Design inv_round_engine, sky130hd; sources not shown.
metal_stack.png
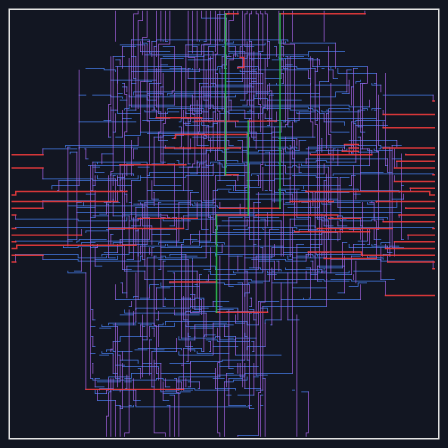
Key: green = met4 [wire length 111 um]; blue = met1 [wire length 3300 um]; red = met3 [wire length 582 um]; purple = met2 [wire length 3450 um]
final WL: 7440 um
wire per inst: 17.8 um
total track usage: 0.206
DR vias: 2331

registers.png
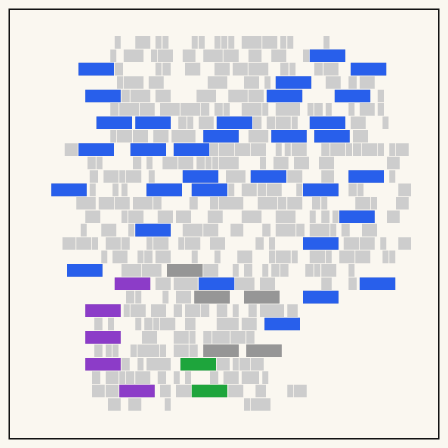
Key: purple = rounds [placed flops 5, where south-west]; blue = h_work [placed flops 32]; green = state [placed flops 2]
Another 5 sequential cells are not colored.
Final Core Density: 0.511
sequential share of cell area: 0.296
sequential cell area: 881 um2

pins.png
Pins as bars across the die edge, other pins in gray.
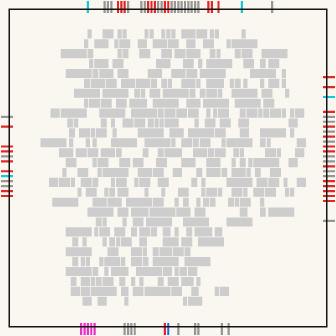
Key: blue = s_valid [pins 1, direction input, edge south]; magenta = num_rounds [pins 5, direction input, edge south]; cyan = s_in [pins 4, direction input, edge 2 north, 1 east, 1 west]; red = h_final [pins 32, direction input, edge 13 east, 11 north, 7 west, 1 south]
PortBufs: 0
Die Ht: 86.8 um
Die Wd: 86.8 um

gate_families.png
Scale bar: 20 um.
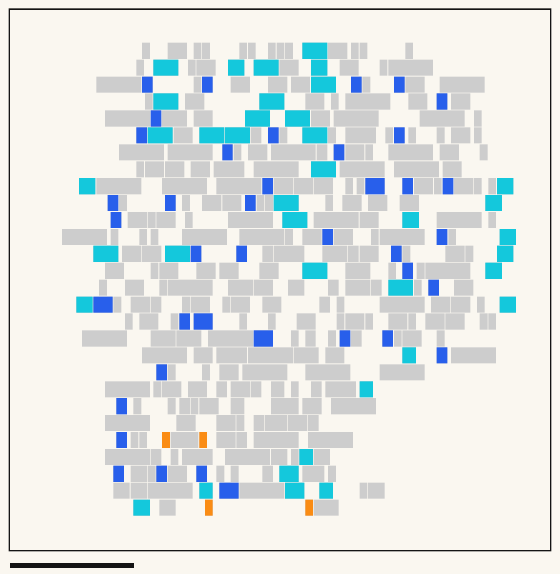
Key: blue = inverting AOI/OAI gates [cells 40, most used a21oi_1]; orange = inverters [cells 4, most used inv_1]; cyan = AND and OR gates [cells 38, most used and3_4, where all over the die]
Layout Cells excl Fill: 417
most frequent logic cell in the layout: dfxtp_1
multi-input logic portion of the cell area: 0.566

==> run summary <==
# diodes: 0
Comb power frac: 0.237
worst skew pair latency: 0.30 ns
Fin. Hold Viols: 0
Synth mux share: 0.00754
chip area: 7530 um2
worst-margin pin slew: 0.629 ns
initial antenna violation count: 0
Clock Network Area Fraction: 0.0286
met2 usage: 0.315
fraction of final layout cells sized beyond drive strength 1: 0.190
Clk pwr share: 0.263
post-synthesis cell type count: 33
Setup-failing EPs final: 0
max-cap viol count: 0
ao+oa area frac: 0.191
Cell Pwr Density: 744 nW/um2
tool warnings: 27
combinational power: 525 uW
register-to-register setup slack: 0.22 ns
Area leader share: 0.332
yosys xor share: 0.142
Post-synth top flop: dfxtp_1
status: completed
placed cell count: 409
## layout by cell type (no fill, tap or decap), types with 5 or more instances in the layout
cell,netlist,final
dfxtp_1,44,44
nand2_1,40,40
xnor2_1,37,37
nor2_1,37,37
a21oi_1,35,35
a211o_1,32,32
and3_4,0,19
and3_2,0,11
buf_6,8,8
buf_2,4,6
inv_1,4,6
clkbuf_1,16,6
xor2_1,6,6
nor3_1,6,6
clkbuf_2,0,5
buf_1,5,5
clkbuf_8,0,5
## stage by stage
step / setup slack (ns) / hold slack, ns / total power [mW]
floorplan: 0.114 / 0.321 / 1.52
global placement: -0.313 / 0.329 / 1.63
detailed placement: -0.126 / 0.332 / 1.64
CTS: -0.459 / 0.00760 / 2.21
global route: 0.0268 / 0.0132 / 2.33
finish: 0.0997 / 0.00684 / 2.21
No activity file was given, so power comes from the tool's default toggle rates.
